### src/rtl/m_axi_write.sv
// AXI4-Lite write master that programs a six-register DMA setup sequence
// (MM2S/S2MM control, addresses and lengths) for each accepted command.
module m_axi_write #(
  parameter int GLOB_ADDR_WIDTH      = 32,
  parameter int GLOB_DATA_WIDTH      = 32,
  parameter int BANK1_SRC_ADDR_WIDTH = 32,
  parameter int BANK1_SRC_SIZE_WIDTH = 26,
  parameter int BANK1_DST_ADDR_WIDTH = 32,
  parameter int BANK1_DST_SIZE_WIDTH = 26,
  parameter logic [GLOB_ADDR_WIDTH-1:0] DMA_BASE_ADDR = '0
) (
  input  logic                            clk,
  input  logic                            reset,
  input  logic                            cmd_valid,
  output logic                            cmd_ready,
  input  logic [BANK1_SRC_ADDR_WIDTH-1:0] cmd_src_addr,
  input  logic [BANK1_SRC_SIZE_WIDTH-1:0] cmd_src_size,
  input  logic [BANK1_DST_ADDR_WIDTH-1:0] cmd_dst_addr,
  input  logic [BANK1_DST_SIZE_WIDTH-1:0] cmd_dst_size,
  output logic                            done,
  output logic                            error,
  output logic                            busy,
  output logic [GLOB_ADDR_WIDTH-1:0]      M_AXI_AWADDR,
  output logic                            M_AXI_AWVALID,
  input  logic                            M_AXI_AWREADY,
  output logic [GLOB_DATA_WIDTH-1:0]      M_AXI_WDATA,
  output logic [GLOB_DATA_WIDTH/8-1:0]    M_AXI_WSTRB,
  output logic                            M_AXI_WVALID,
  input  logic                            M_AXI_WREADY,
  input  logic [1:0]                      M_AXI_BRESP,
  input  logic                            M_AXI_BVALID,
  output logic                            M_AXI_BREADY
);

  typedef enum logic [1:0] {IDLE, WRITE, RESP, FIN} state_t;

  state_t                          state_q, state_d;
  logic [2:0]                      idx_q, idx_d;
  logic [BANK1_SRC_ADDR_WIDTH-1:0] src_addr_q, src_addr_d;
  logic [BANK1_SRC_SIZE_WIDTH-1:0] src_size_q, src_size_d;
  logic [BANK1_DST_ADDR_WIDTH-1:0] dst_addr_q, dst_addr_d;
  logic [BANK1_DST_SIZE_WIDTH-1:0] dst_size_q, dst_size_d;
  logic                            awvalid_q, awvalid_d, wvalid_q, wvalid_d;
  logic                            error_q, error_d;
  logic [GLOB_ADDR_WIDTH-1:0]      awaddr_q, awaddr_d;
  logic [GLOB_DATA_WIDTH-1:0]      wdata_q, wdata_d;

  logic [2:0]                      ent_idx;
  logic [7:0]                      ent_off;
  logic [GLOB_DATA_WIDTH-1:0]      ent_data;
  logic                            aw_ok, w_ok;

  // Entry about to be issued: 0 on accept, idx+1 when leaving RESP.
  // Entry 0 is a constant, so stale latched fields at accept are harmless.
  assign ent_idx = (state_q == RESP) ? idx_q + 3'd1 : 3'd0;

  always_comb begin
    ent_off  = 8'h00;
    ent_data = '0;
    case (ent_idx)
      3'd0:    begin ent_off = 8'h00; ent_data = GLOB_DATA_WIDTH'(1); end
      3'd1:    begin ent_off = 8'h18; ent_data = GLOB_DATA_WIDTH'(src_addr_q); end
      3'd2:    begin ent_off = 8'h28; ent_data = GLOB_DATA_WIDTH'(src_size_q); end
      3'd3:    begin ent_off = 8'h30; ent_data = GLOB_DATA_WIDTH'(1); end
      3'd4:    begin ent_off = 8'h48; ent_data = GLOB_DATA_WIDTH'(dst_addr_q); end
      3'd5:    begin ent_off = 8'h58; ent_data = GLOB_DATA_WIDTH'(dst_size_q); end
      default: begin ent_off = 8'h00; ent_data = '0; end
    endcase
  end

  // In WRITE a low valid means that channel has already handshaken.
  assign aw_ok = !awvalid_q || M_AXI_AWREADY;
  assign w_ok  = !wvalid_q  || M_AXI_WREADY;

  always_comb begin
    state_d    = state_q;
    idx_d      = idx_q;
    src_addr_d = src_addr_q;
    src_size_d = src_size_q;
    dst_addr_d = dst_addr_q;
    dst_size_d = dst_size_q;
    awvalid_d  = awvalid_q;
    wvalid_d   = wvalid_q;
    error_d    = error_q;
    awaddr_d   = awaddr_q;
    wdata_d    = wdata_q;
    case (state_q)
      IDLE: if (cmd_valid) begin
        src_addr_d = cmd_src_addr;
        src_size_d = cmd_src_size;
        dst_addr_d = cmd_dst_addr;
        dst_size_d = cmd_dst_size;
        idx_d      = 3'd0;
        error_d    = 1'b0;
        awaddr_d   = DMA_BASE_ADDR + GLOB_ADDR_WIDTH'(ent_off);
        wdata_d    = ent_data;
        awvalid_d  = 1'b1;
        wvalid_d   = 1'b1;
        state_d    = WRITE;
      end
      WRITE: begin
        awvalid_d = awvalid_q && !M_AXI_AWREADY;
        wvalid_d  = wvalid_q  && !M_AXI_WREADY;
        if (aw_ok && w_ok) state_d = RESP;
      end
      RESP: if (M_AXI_BVALID) begin
        if (M_AXI_BRESP != 2'b00) begin
          error_d = 1'b1;
          state_d = FIN;
        end else if (idx_q == 3'd5) begin
          state_d = FIN;
        end else begin
          idx_d     = ent_idx;
          awaddr_d  = DMA_BASE_ADDR + GLOB_ADDR_WIDTH'(ent_off);
          wdata_d   = ent_data;
          awvalid_d = 1'b1;
          wvalid_d  = 1'b1;
          state_d   = WRITE;
        end
      end
      FIN:     state_d = IDLE;
      default: state_d = IDLE;
    endcase
  end

  always_ff @(posedge clk) begin
    if (reset) begin
      state_q    <= IDLE;
      idx_q      <= 3'd0;
      src_addr_q <= '0;
      src_size_q <= '0;
      dst_addr_q <= '0;
      dst_size_q <= '0;
      awvalid_q  <= 1'b0;
      wvalid_q   <= 1'b0;
      error_q    <= 1'b0;
      awaddr_q   <= '0;
      wdata_q    <= '0;
    end else begin
      state_q    <= state_d;
      idx_q      <= idx_d;
      src_addr_q <= src_addr_d;
      src_size_q <= src_size_d;
      dst_addr_q <= dst_addr_d;
      dst_size_q <= dst_size_d;
      awvalid_q  <= awvalid_d;
      wvalid_q   <= wvalid_d;
      error_q    <= error_d;
      awaddr_q   <= awaddr_d;
      wdata_q    <= wdata_d;
    end
  end

  assign cmd_ready     = (state_q == IDLE);
  assign busy          = (state_q != IDLE);
  assign done          = (state_q == FIN);
  assign error         = error_q;
  assign M_AXI_AWADDR  = awaddr_q;
  assign M_AXI_AWVALID = awvalid_q;
  assign M_AXI_WDATA   = wdata_q;
  assign M_AXI_WSTRB   = '1;
  assign M_AXI_WVALID  = wvalid_q;
  assign M_AXI_BREADY  = (state_q == RESP);

endmodule

### config.mk
export PLATFORM = sky130hd
export DESIGN_NAME = m_axi_write
export DESIGN_NICKNAME = d
export VERILOG_FILES = /design/src/rtl/m_axi_write.sv
export SDC_FILE = /design/constraint.sdc
export NUM_CORES = 1
export LEC_CHECK = 0
export CAP_MARGIN = 20
export CORE_MARGIN = 3
export CORE_UTILIZATION = 40
export CTS_BUF_LIST = sky130_fd_sc_hd__clkbuf_8
export CTS_CLUSTER_DIAMETER = 50
export DETAILED_ROUTE_END_ITERATION = 16
export PLACE_DENSITY = 0.66
export SLEW_MARGIN = 20
export SYNTH_ARGS = -nofsm -noshare
export SYNTH_HDL_FRONTEND = slang
export SYNTH_SLANG_ARGS = --single-unit
### constraint.sdc
create_clock -name clk -period 2.8 [get_ports clk]
set_input_delay 0.56 -clock clk [delete_from_list [all_inputs] [get_ports clk]]
set_output_delay 0.56 -clock clk [all_outputs]
set_load 0.02 [all_outputs]
Run 1, selected gate families:
(2 px per um)
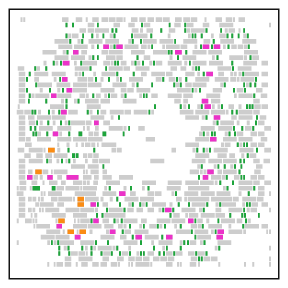
Key: non-inverting ao/oa cells = magenta [cells 35, most used a22o_2]; nand cells = green [cells 270, most used nand2_1, where spread over the die]; mux cells = orange [cells 7, most used mux2i_1, where lower left]

Run 1, clock routing:
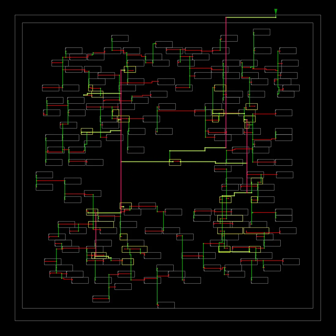
Worst-Skew Late Latency: 450 ps
Sink Count: 160
Clk. pwr: 1.85 mW
# clk buffers: 17
Setup Skew: 12.3 ps

Run 1, routed clock nets over the placement:
(4 px per um)
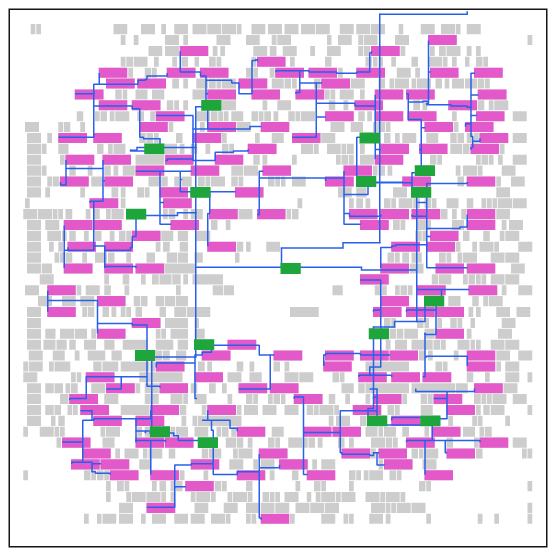
Key: clock-net drivers = green [count 17]; flip-flops = magenta [count 160]; clock wires = blue [length 1760 um]
There are 18 routed clock nets. Position of the flops: spread over the die.
part of the power in the clock network: 36.1%

==> impl_metrics.yaml, run 1 <==
# flow metrics
finish:
  inverters: 7
  syn_to_final_growth_pct: 31.9
  comb_area_um2: 2880
  multi_input_comb_cells: 568
  n_all_buffers: 183
  num-fill-cells: 1548
  seq_cells: 160
  regArea_um2: 3200
  mostFrequentLayoutCell: "nand2_1"
  buf_share_pct: 21.2
  antennaDiodeCount: 0
  nets: 1063
  drive_gt1_share_pct: 7.92
  largest_class: "flip-flops and latches"
  comb_area_share_pct: 33.3
  design_area_um2: 8650
  seq_area_share_pct: 37.0
  clock_area_share_pct: 4.96
  lay_top_cells: "264 x nand2_1, 165 x clkdlybuf4s50_1, 160 x dfxtp_1"
clock_tree:
  htree_levels: 4
  cts_setup_buffers: 0
  clkTransAtPathRegs_ps: 80
  clockBufferDepth: 2
  cts-root-buf: "clkbuf_8"
  cts_buffers: 17
  cts-resized-gates: 0
  cts-hold-fix-buffers: 0
  tritoncts: "done"
sta:
  rsz0062_at_grt: "false"
  fin_setup_tns_ps: 0
  hold_viol: 0
  fmax_ghz: 0.394
  finalWorstSetupSlack_ps: 260
  fin_crit_sh_pct: 90.7
  drv_slew: 0
  relSlewSlack_pct: 50.4
  hold_slack_ps: 448
  setup_violations: 0
  fin_crit_ps: 2540
  tightestPinTransition_ps: 741
detailed_routing:
  vias: 5669
  firstDrtPassIters: 4
  drc_errors: 0
  ant_nets: 0
  drt_iter0_markers: 359
  wl_per_cell_um: 14.8
  routed_wl_um: 17200
  viasPerCell: 4.87
flow_run:
  tool_warnings: 29
  maxCapViolations: 0
synth:
  flop_cell: "dfxtp_1"
  edf_count: 0
  synth_warnings: 0
  synth_area_per_cell_um2: 8.22
  synthArstFlopShare_pct: 0
  synth_seq_share_pct: 48.9
  numSynthFlops: 160
  yosysChipArea_um2: 6550
  ys_cells: 797
  synthDistinctLibCells: 45
  syn_area_um2: 6550
  synthCells: 797
grt:
  grt_usage_pct: 18.9
  grt-ovfl-total: 0
  antenna_found_initial: 0
  grt_pass1_vias: 5331
  grt_max_degree: 113
  grt_pass1_wl_um: 27400
min_path:
  hp-start: "M_AXI_WDATA[24]$_SDFFE_PP0P_"
  min_path_type: "reg2reg"
  hold-path-endpoint: "M_AXI_WDATA[24]$_SDFFE_PP0P_"
  holdPathStages: 2
die:
  fp.coreArea_um2: 15900
  core.rowCount: 46
  fp.dieH_um: 134
  die_w_um: 134
  fp_util_pct: 41.1
  n_tap_cell: 216
  io_pins: 199
  chip_area_um2: 18000
worst_setup_path:
  r2r_end: "M_AXI_WDATA[27]$_SDFFE_PP0P_"
  arrival_ps: 1980
  max_stage_delay_ps: 630
  cp_max_fo: 7
  regToRegSetupSlack_ps: 440
  crit_slowest_cell: "clkdlybuf4s50_1"
  worstPathCellList: "nand2b_1 > inv_1 > clkdlybuf4s50_1"
  path_class: "reg2out"
  reg2reg_from: "idx_q[0]$_SDFFE_PP0P_"
  critPathCaptureType: "output pin"
  cp.depth: 3
  reg2regPathDepth: 7
  worstPathRequired_ps: 2240
  startpoint_type: "flop"
  critPathBufInv: 2
  crit_end: "M_AXI_BREADY"
  path_delay_family: "buffers and inverters"
  startpoint: "state_q[1]$_SDFFE_PP0P_"
power:
  p_per_area_nw_per_um2: 591
  peakVddDrop_mv: 0.354
  power_leakage_nw: 3.19
place:
  place.gp.congestion: 0.795
  port_buffers: 166
  hpwl_um: 11500
  preCtsSetupSlack_ps: 327
  dpl_cell_area_um2: 8220
status:
  status: "completed"
## run 1: cell families after synthesis
group	count (synthesis)	synth area share, %
XOR/XNOR	3	0.516
flip-flops	160	48.9
other	2	0.115
adder cells (fa/ha/maj)	2	0.382
AND-OR/OR-AND	220	21.3
AND/OR/NAND/NOR	304	18.4
buffers and inverters	99	9.38
multiplexers	7	1.07
## run 1: cell usage after synthesis, types with 2 or more instances
cell type,number,area share (%)
nand2_1,265,15
dfxtp_1,160,49
a21oi_1,125,9.5
clkbuf_1,34,1.9
buf_4,32,3.7
a221oi_1,24,3.2
o21ai_1,22,1.7
nor2_1,21,1.2
a22o_2,17,2.6
a22o_1,14,1.9
buf_2,8,0.61
buf_6,7,1.2
inv_1,7,0.40
mux2i_1,7,1.1
clkbuf_8,5,1.1
nor3_1,5,0.38
and2_1,4,0.38
buf_1,4,0.23
a211o_1,2,0.27
a31oi_1,2,0.19
conb_1,2,0.11
ha_1,2,0.38
nand2b_1,2,0.19
nand3_1,2,0.15
o21ai_0,2,0.15
o21ai_2,2,0.27
xnor2_1,2,0.27
## run 1: layer usage
metal	vias up	track usage [%]	part of all wire, %
li1	2900	-	-
met1	2611	26.2	47
met2	142	29.6	46
met3	16	4.35	5.2
met4	0	5.49	1.1
met5	-	0	0
## run 1: through the flow
stage / cells / util (%) / power (mW)
finish: 1163 / 54.2 / 5.11
global route: 1163 / 54.2 / 5.35
CTS: 1163 / 54.2 / 5.17
detailed placement: 1134 / 51.5 / 3.32
global placement: 1134 / 51.5 / 3.31
floorplan: 827 / - / 3.01
## run 1: where the power goes
group          internal (mW)  switching [mW]
Combinational          0.343           0.433
Sequential              2.41          0.0738
Clock                   1.04           0.807
==> run 2, diff against run 1 <==
--- a/config.mk
+++ b/config.mk
@@ -12,6 +12,7 @@
 export CTS_CLUSTER_DIAMETER = 50
 export DETAILED_ROUTE_END_ITERATION = 16
 export PLACE_DENSITY = 0.66
+export RECOVER_POWER = 25
 export SLEW_MARGIN = 20
 export SYNTH_ARGS = -nofsm -noshare
 export SYNTH_HDL_FRONTEND = slang
==> run 2 against run 1 <==
Worst setup slack lost 8.8 ps. Critical path depth is the same. Largest power group unchanged. Wire length barely moved. Critical path type unchanged. Synthesized cell count did not move. Area after synthesis stayed put. Critical endpoint unchanged.
==> impl_metrics.yaml, run 2 <==
# flow metrics
synth:
  synthDistinctLibCells: 45
  synth_warnings: 0
  flop_cell: "dfxtp_1"
  ys_cells: 797
  top_cells_by_area: "dfxtp_1 49%, nand2_1 15%, a21oi_1 9.5%"
  top_area_share_pct: 48.9
  numSynthFlops: 160
  synthTopCellsByCount: "265 x nand2_1, 160 x dfxtp_1, 125 x a21oi_1"
  edf_count: 0
  yosysChipArea_um2: 6550
  synthCells: 797
  yosysTopAreaCell: "dfxtp_1"
  synthArstFlopShare_pct: 0
  synth_area_per_cell_um2: 8.22
  synth_seq_share_pct: 48.9
  syn_area_um2: 6550
  post-synth-top-count-cell: "nand2_1"
clock_tree:
  cts_setup_buffers: 0
  clockBufferDepth: 2
  cts-hold-fix-buffers: 0
  cts_sinks: 160
  clkTransAtPathRegs_ps: 80
  htree_levels: 4
  cts-root-buf: "clkbuf_8"
  tritoncts: "done"
sta:
  fin_crit_sh_pct: 91.0
  rsz0062_at_grt: "false"
  tightestPinTransition_ps: 1470
  hold_viol: 0
  fin_setup_tns_ps: 0
  finalWorstSetupSlack_ps: 251
  fin_crit_ps: 2550
  relSlewSlack_pct: 2.31
  fmax_ghz: 0.392
  setup_violations: 0
  drv_slew: 0
worst_setup_path:
  max_stage_delay_ps: 640
  startpoint_type: "flop"
  worstPathCellList: "nand2b_1 > inv_1 > clkdlybuf4s50_1"
  critPathCaptureType: "output pin"
  reg2regPathDepth: 5
  arrival_ps: 1990
  path_class: "reg2out"
  cp_max_fo: 7
  crit_slowest_cell: "clkdlybuf4s50_1"
  worstPathRequired_ps: 2240
die:
  fp_util_pct: 41.1
  fp.dieH_um: 134
  fp.coreArea_um2: 15900
  io_pins: 199
  die_w_um: 134
  chip_area_um2: 18000
  core.rowCount: 46
detailed_routing:
  vias: 5686
  drt_iter0_markers: 350
  routed_wl_um: 17200
  firstDrtPassIters: 5
  wl_per_cell_um: 14.8
  ant_nets: 0
  drc_errors: 0
grt:
  grt_max_degree: 113
  grt_pass1_vias: 5331
  grt-ovfl-total: 0
  grt_pass1_wl_um: 27400
  antenna_found_initial: 0
power:
  netSwitchingFraction_pct: 25.7
  pwr-share-clk_pct: 36.1
  powerComb_mw: 0.769
  power_frac_seq_pct: 48.8
  top_power_group: "sequential cells"
  combinationalPowerShare_pct: 15.1
  p_per_area_nw_per_um2: 591
  p_seq_mw: 2.49
  peakVddDrop_mv: 0.374
  p_int_mw: 3.79
place:
  hpwl_um: 11500
  place.gp.congestion: 0.795
  dpl_cell_area_um2: 8220
  preCtsSetupSlack_ps: 327
  place_inst: 1134
  port_buffers: 166
finish:
  nets: 1063
  design_area_um2: 8620
  syn_to_final_growth_pct: 31.6
  drive_gt1_share_pct: 7.71
  num-fill-cells: 1553
  final_cells: 1163
  regArea_um2: 3200
  mostFrequentLayoutCell: "nand2_1"
  antennaDiodeCount: 0
  post-route-util_pct: 54.1
  lay_top_cells: "264 x nand2_1, 164 x clkdlybuf4s50_1, 160 x dfxtp_1"
flow_run:
  tool_warnings: 29
  maxCapViolations: 0
status:
  status: "completed"
min_path:
  min_path_type: "reg2reg"
  holdPathStages: 2
==> run 2: path summary, 6_finish.rpt <==
path,from,end,slack (ps)
max,state_q[1]$_SDFFE_PP0P_,M_AXI_BREADY,250
min,M_AXI_WDATA[24]$_SDFFE_PP0P_,M_AXI_WDATA[24]$_SDFFE_PP0P_,450
max reg2reg,state_q[1]$_SDFFE_PP0P_,src_addr_q[0]$_SDFFE_PP0P_,320
min reg2reg,M_AXI_WDATA[24]$_SDFFE_PP0P_,M_AXI_WDATA[24]$_SDFFE_PP0P_,450
==> run 2: logic make-up (layout without fill, tap and decap cells) <==
logic type | Yosys count | after routing | synth area share (%)
flops | 160 | 160 | 48.9
simple gates | 304 | 304 | 18.4
buf+inv | 99 | 219 | 9.38
fa+ha+maj | 2 | 2 | 0.382
compound gates | 220 | 220 | 21.3
xor+xnor | 3 | 3 | 0.516
other cells | 2 | 32 | 0.115
mux | 7 | 7 | 1.07
==> run 2: per-layer routing <==
metal  track usage [%]  vias to the layer above  wire (um)
met5                 0                        -          0
met4              5.49                        0        208
met3              4.35                       18       1010
met2              29.6                      150       8100
met1              26.2                     2621       7900
li1                  -                     2897          -
==> run 2: cell type report <==
type | instances | area share [%]
flip-flops and latches | 160 | 37.1
multi-input cells | 568 | 33.4
repair buffers | 183 | 21.1
well taps | 216 | 3.13
clock buffers | 17 | 2.71
clock inverters | 12 | 2.26
inverters | 7 | 0.305
==> run 2: worst max-delay path: cells and delay by family (launching register included) <==
kind	cells	cell delay [ps]
DFF	1	470
and+or+nand+nor	1	240
buffers and inverters	2	840
Run 2, routed clock nets over the placement:
(4 px per um)
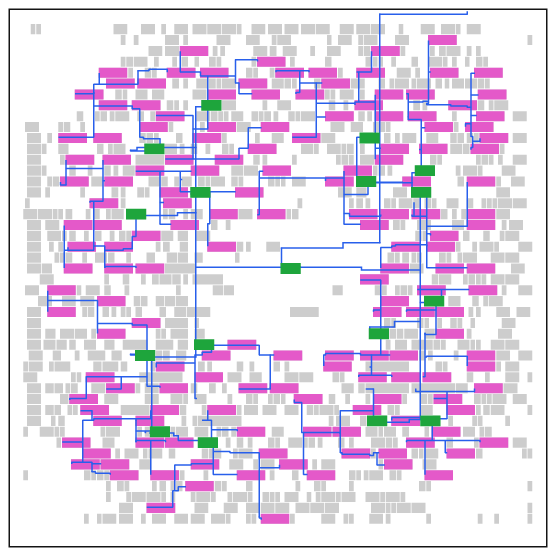
Worst-Skew Late Latency: 440 ps
Clk. pwr: 1.84 mW
Setup Skew: 8.84 ps

Run 2, clock routing:
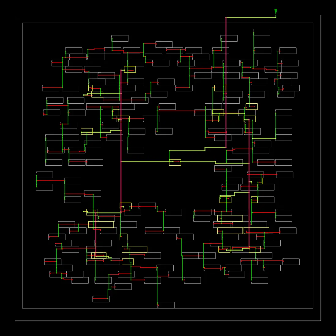
CTS buffer count: 17
Flops: 160

Power is estimated from default activity; no workload was simulated.
